**Met2 routing**

Bar = 50 um.
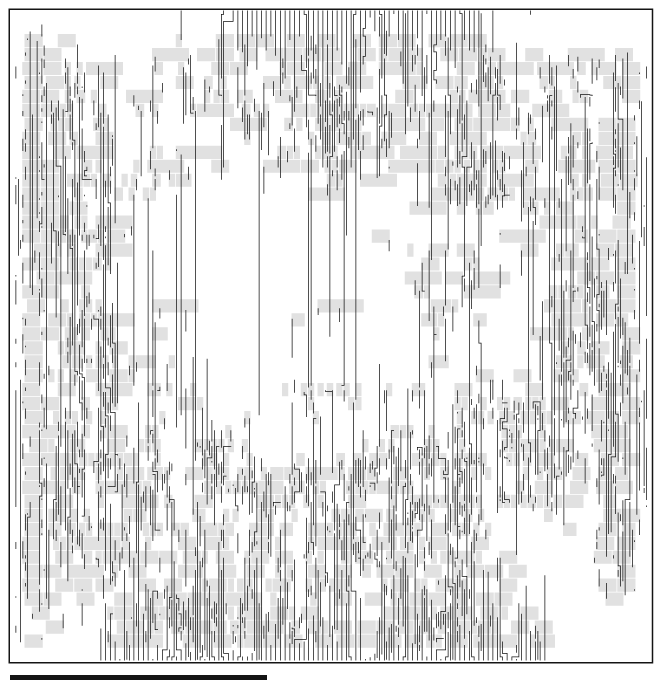
**Zoomed window**

Bar = 10 um. Window x 42 to 82, y 18 to 58 um. Cells in grey, sequential cells in the stronger grey; small squares are vias.
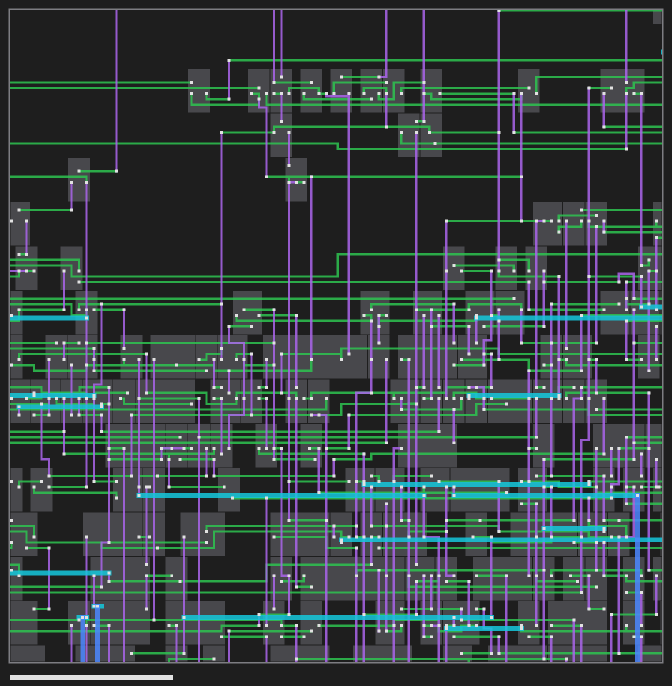
`src/rtl/mem_wb_stage.sv`:
```
// Memory-access / writeback stage: byte-lane stores, load extension, wait-state stall,
// hung-access timeout and the registered W-stage result with forwarding outputs.
module mem_wb_stage #(
    parameter int TIMEOUT = 16
) (
    input  logic        clk,
    input  logic        reset,
    input  logic [31:0] ALUOutM,
    input  logic [31:0] MemWriteDataM,
    input  logic [31:0] LUI_or_AUIPCM,
    input  logic [31:0] PCPlus4M,
    input  logic [4:0]  rdM,
    input  logic [2:0]  funct3M,
    input  logic        MemWriteM,
    input  logic [2:0]  ResultSrcM,
    input  logic        RegWriteM,
    output logic        dmem_req,
    output logic        dmem_we,
    output logic [31:0] dmem_addr,
    output logic [31:0] dmem_wdata,
    output logic [3:0]  dmem_wstrb,
    input  logic        dmem_ready,
    input  logic [31:0] dmem_rdata,
    output logic [31:0] ALUOutM2E,
    output logic [31:0] ResultW,
    output logic [4:0]  rdW,
    output logic        RegWriteW,
    output logic        stallM,
    output logic        bus_err,
    output logic        misalign_err
);

    localparam int CW = $clog2(TIMEOUT);
    localparam logic [CW-1:0] LAST = CW'(TIMEOUT - 1);

    typedef enum logic {S_IDLE, S_WAIT} state_t;

    state_t        r_state, w_state_nxt;
    logic [CW-1:0] r_wait_cnt, w_cnt_nxt;
    logic [31:0]   r_result;
    logic [4:0]    r_rd;
    logic          r_regwrite, r_bus_err, r_misalign_err;

    logic          w_access, w_half, w_word, w_misalign, w_req, w_timeout, w_stall;
    logic [31:0]   w_wdata, w_load, w_result;
    logic [3:0]    w_strb;
    logic [7:0]    w_byte;
    logic [15:0]   w_hword;

    assign w_access   = MemWriteM | (ResultSrcM == 3'b001);
    assign w_half     = (funct3M[1:0] == 2'b01);
    assign w_word     = (funct3M[1:0] == 2'b10);
    assign w_misalign = w_access & ((w_half & ALUOutM[0]) | (w_word & (|ALUOutM[1:0])));
    assign w_req      = w_access & ~w_misalign;
    // The TIMEOUT-th request cycle aborts unless ready arrives in that same cycle.
    assign w_timeout  = w_req & ~dmem_ready & (r_wait_cnt == LAST);
    assign w_stall    = w_req & ~dmem_ready & ~w_timeout;

    always_comb begin
        w_wdata = MemWriteDataM;
        w_strb  = 4'b1111;
        case (funct3M[1:0])
            2'b00: begin
                w_wdata = {4{MemWriteDataM[7:0]}};
                w_strb  = 4'b0001 << ALUOutM[1:0];
            end
            2'b01: begin
                w_wdata = {2{MemWriteDataM[15:0]}};
                w_strb  = 4'b0011 << {ALUOutM[1], 1'b0};
            end
            default: ;
        endcase
    end

    assign dmem_req   = w_req;
    assign dmem_we    = w_req & MemWriteM;
    assign dmem_addr  = {ALUOutM[31:2], 2'b00};
    assign dmem_wdata = w_wdata;
    assign dmem_wstrb = dmem_we ? w_strb : 4'b0000;

    always_comb begin
        w_byte = dmem_rdata[7:0];
        case (ALUOutM[1:0])
            2'b01:   w_byte = dmem_rdata[15:8];
            2'b10:   w_byte = dmem_rdata[23:16];
            2'b11:   w_byte = dmem_rdata[31:24];
            default: w_byte = dmem_rdata[7:0];
        endcase
        w_hword = ALUOutM[1] ? dmem_rdata[31:16] : dmem_rdata[15:0];
        case (funct3M)
            3'b000:  w_load = {{24{w_byte[7]}}, w_byte};
            3'b001:  w_load = {{16{w_hword[15]}}, w_hword};
            3'b100:  w_load = {24'h0, w_byte};
            3'b101:  w_load = {16'h0, w_hword};
            default: w_load = dmem_rdata;
        endcase
    end

    always_comb begin
        case (ResultSrcM)
            3'b001:  w_result = w_load;
            3'b010:  w_result = PCPlus4M;
            3'b011:  w_result = LUI_or_AUIPCM;
            default: w_result = ALUOutM;
        endcase
    end

    always_ff @(posedge clk) begin
        if (reset) begin
            r_state    <= S_IDLE;
            r_wait_cnt <= '0;
        end else begin
            r_state    <= w_state_nxt;
            r_wait_cnt <= w_cnt_nxt;
        end
    end

    always_comb begin
        w_state_nxt = r_state;
        w_cnt_nxt   = r_wait_cnt;
        case (r_state)
            S_IDLE: begin
                if (w_req & ~dmem_ready) begin
                    w_state_nxt = S_WAIT;
                    w_cnt_nxt   = CW'(1);
                end
            end
            S_WAIT: begin
                // A vanished request is treated like completion so the FSM never sticks.
                if (~w_req | dmem_ready | w_timeout) begin
                    w_state_nxt = S_IDLE;
                    w_cnt_nxt   = '0;
                end else begin
                    w_cnt_nxt = r_wait_cnt + CW'(1);
                end
            end
            default: begin
                w_state_nxt = S_IDLE;
                w_cnt_nxt   = '0;
            end
        endcase
    end

    always_ff @(posedge clk) begin
        if (reset) begin
            r_result       <= '0;
            r_rd           <= '0;
            r_regwrite     <= 1'b0;
            r_bus_err      <= 1'b0;
            r_misalign_err <= 1'b0;
        end else begin
            r_bus_err      <= 1'b0;
            r_misalign_err <= 1'b0;
            if (~w_stall) begin
                r_rd <= rdM;
                if (w_timeout | w_misalign) begin
                    r_result       <= '0;
                    r_regwrite     <= 1'b0;
                    r_bus_err      <= w_timeout;
                    r_misalign_err <= w_misalign;
                end else begin
                    r_result   <= w_result;
                    r_regwrite <= RegWriteM;
                end
            end
        end
    end

    assign ALUOutM2E    = ALUOutM;
    assign ResultW      = r_result;
    assign rdW          = r_rd;
    assign RegWriteW    = r_regwrite;
    assign stallM       = w_stall;
    assign bus_err      = r_bus_err;
    assign misalign_err = r_misalign_err;

endmodule

```
`config.mk`:
```
export PLATFORM = sky130hd
export DESIGN_NAME = mem_wb_stage
export DESIGN_NICKNAME = d
export VERILOG_FILES = /design/src/rtl/mem_wb_stage.sv
export SDC_FILE = /design/constraint.sdc
export NUM_CORES = 1
export LEC_CHECK = 0
export ABC_AREA = 1
export CAP_MARGIN = 20
export CORE_AREA = 2 2 123 125
export DETAILED_ROUTE_END_ITERATION = 12
export DIE_AREA = 0 0 125 127
export HOLD_SLACK_MARGIN = 0.03
export PLACE_DENSITY = 0.79
export SLEW_MARGIN = 20
export SYNTH_ARGS = -nofsm -noshare
export SYNTH_HDL_FRONTEND = slang
export SYNTH_SLANG_ARGS = --single-unit
```
`constraint.sdc`:
```
create_clock -name clk -period 4.2 [get_ports clk]
set_clock_uncertainty 0.1 [all_clocks]
set_input_delay 0.63 -clock clk [delete_from_list [all_inputs] [get_ports clk]]
set_output_delay 0.63 -clock clk [all_outputs]
set_load 0.01 [all_outputs]
```
==> GITHUB_STEP_SUMMARY <==
## Synthesis and layout report

| Metric | Value |
|---|---|
| Crit path max-delay family | buffers and inverters |
| Syn_area_per_cell | between 5 and 6 um^2 |
| Worst Path Required | about 3.5 ns |
| Chip Width | 125 um |
| Fin crit share | 0.907 |
| Drt wl/cell | 16.2 um |
| Gpl congestion | around 0.92 |
| Min-delay worst type | flop to flop |
| Number of non-clock buffers in the layout | between 300 and 400 |
| Largest net degree at the start of global routing | 46 |
| M1 WL | 7.79 mm |
| Global routing's busiest layer | met2 |
| CP Capture Type | primary output |
| Multi-input gates | 514 |
| # Taps | 184 |
| Num rows | roughly 44 |
| Yosys cell count | between 700 and 800 |
| Share of cells above drive strength 1 | 0.0363 |
| Max Cap Violations | 0 |
| Initial Util | 0.297 |
| First-pass iteration count of the detailed router | 5 |
| Max reg flops | 32 |
| Final setup violation count | 0 |
| Starting DRT DRC Count | 383 |
| Worst path arrival time | 3.08 ns |
| Chip height | 127 um |
| Vias in the first global route | 5279 |
| Initial antenna violation count | 0 |
| FMAX | ~260 MHz |
| First-pass GRT wire length | 28.4 mm |
| Top cell by count, worst path | clkdlybuf4s50_1 |
| Met2 wire len | about 9 mm |
| Flop2flop setup slack | 2.35 ns |
| Critical path fanouts, max | 18 |
| Crit-path cells | clkdlybuf4s50_1 -> inv_2 -> nand2_1 -> clkinv_1 -> o21ai_0 -> clkdlybuf4s50_1 |
| Met3 Use GR | 0.0410 |
| Total negative slack | 0 ns |
| CTS sink count | 45 |
| Post-synth seq share | 0.210 |
| Max IR drop VDD | 0.152 mV |
| Port bufs | ~320 |
| Startpoint types | primary input |
| Clock Path Buffers | 2 |
| Top cells excl fill/tap | clkdlybuf4s50_1 (315), nand2_1 (262), a21oi_1 (87) |
| Post-CTS Setup Bufs | 0 |
| Clock buffers | 5 |
| Tool warnings | 26 |
| Synthesis area per yosys | approximately 4300 um^2 |
| Clock Latency Late Sink | 0.29 ns |
| Area grow syn2layout | 66.5% |
| Cell Pwr Density | 222 nW/um^2 |
| Final hold vios | 0 |
| Total CTS buffers | 5 |
| Slowest cell on crit path | clkdlybuf4s50_1 |
| Hold WS | 0.364 ns |
| Comb/total area | 0.330 |
| Seq/total area | 0.126 |
| Logic area | roughly 2400 um^2 |
| I/O pin cnt | about 320 |
| Cell Area, Synth | approximately 4300 um^2 |
| Diodes inserted | 0 |
| Met2 GRT Util | 0.396 |
| Nonclk inv count | 73 |
| Top cell category | non-clock buffers |
| Lkg Pwr | slightly above 0.003 uW |
| Final min period | 3.81 ns |
| Synthesized instance count | 743 |
| Post-synth regs | between 40 and 50 |
| Dpl hpwl | 14.9 mm |
| Signal buf overhead | 0.452 |
| Final nets | between 1000 and 1500 |
| Run status | completed |
## Picture notes: 'met2 routing'
nets with wire on the layer: 909
longest straight run: 68.0 um
share of all routed wire: 48%
vias: 5485
WL final: 18.6 mm

## Picture notes: 'zoomed window'
[met1] green
[met4] blue
[met2] purple
[met3] cyan
cells with their middle in the window: 122
sequential cells in the window: 0
most frequent: nand2_1 (37), nor2_1 (23)

[report_power, final]
| part | switching, uW | internal, uW |
|---|---|---|
| Sequential | 15.9 | 458 |
| Clock | 184 | 224 |
| Combinational | 326 | 376 |
[per-stage QoR]
| stage | util | cell area (um^2) | worst slack [ns] | power, uW | std cells |
|---|---|---|---|---|---|
| 2_1_floorplan | - | 4290 | 1.91 | 815 | 744 |
| 3_3_place_gp | 0.485 | 6990 | 0.601 | 1180 | 1141 |
| 3_5_place_dp | 0.485 | 6990 | 0.442 | 1180 | 1141 |
| 4_1_cts | 0.495 | 7140 | 0.442 | 1600 | 1149 |
| 5_1_grt | 0.495 | 7140 | 0.220 | 1680 | 1149 |
| 6_report | 0.495 | 7140 | 0.392 | 1580 | 1149 |
[cells by family after synthesis]
group	synth area share
flip-flops	0.210
AND-OR/OR-AND	0.207
adder cells (fa/ha/maj)	0.00292
other	0.000875
buffers and inverters	0.241
AND/OR/NAND/NOR	0.338
[worst paths after layout]
check | depth (start not counted) | to | start
worst min register to register | 2 | ResultW[28] | ResultW[28]
worst min-delay path | 2 | ResultW[28] | ResultW[28]
worst max-delay path | 6 | dmem_wdata[9] | funct3M[1]
worst max register to register | 8 | rdW[1] | r_wait_cnt[0]
[Yosys cell counts (all sizes together)]
cell,instances,share of area
a21oi,87,0.10
a22oi,12,0.021
a31oi,1,0.0015
buf,91,0.16
clkbuf,21,0.019
clkinv,2,0.0018
conb,1,0.00087
dfxtp,45,0.21
ha,1,0.0029
inv,71,0.062
nand2,266,0.24
nand3,34,0.046
nand4,1,0.0015
nor2,45,0.049
nor3,2,0.0023
o211ai,14,0.025
o21ai,47,0.057
o21bai,1,0.0018
or2,1,0.0015
Power is estimated from default activity; no workload was simulated.
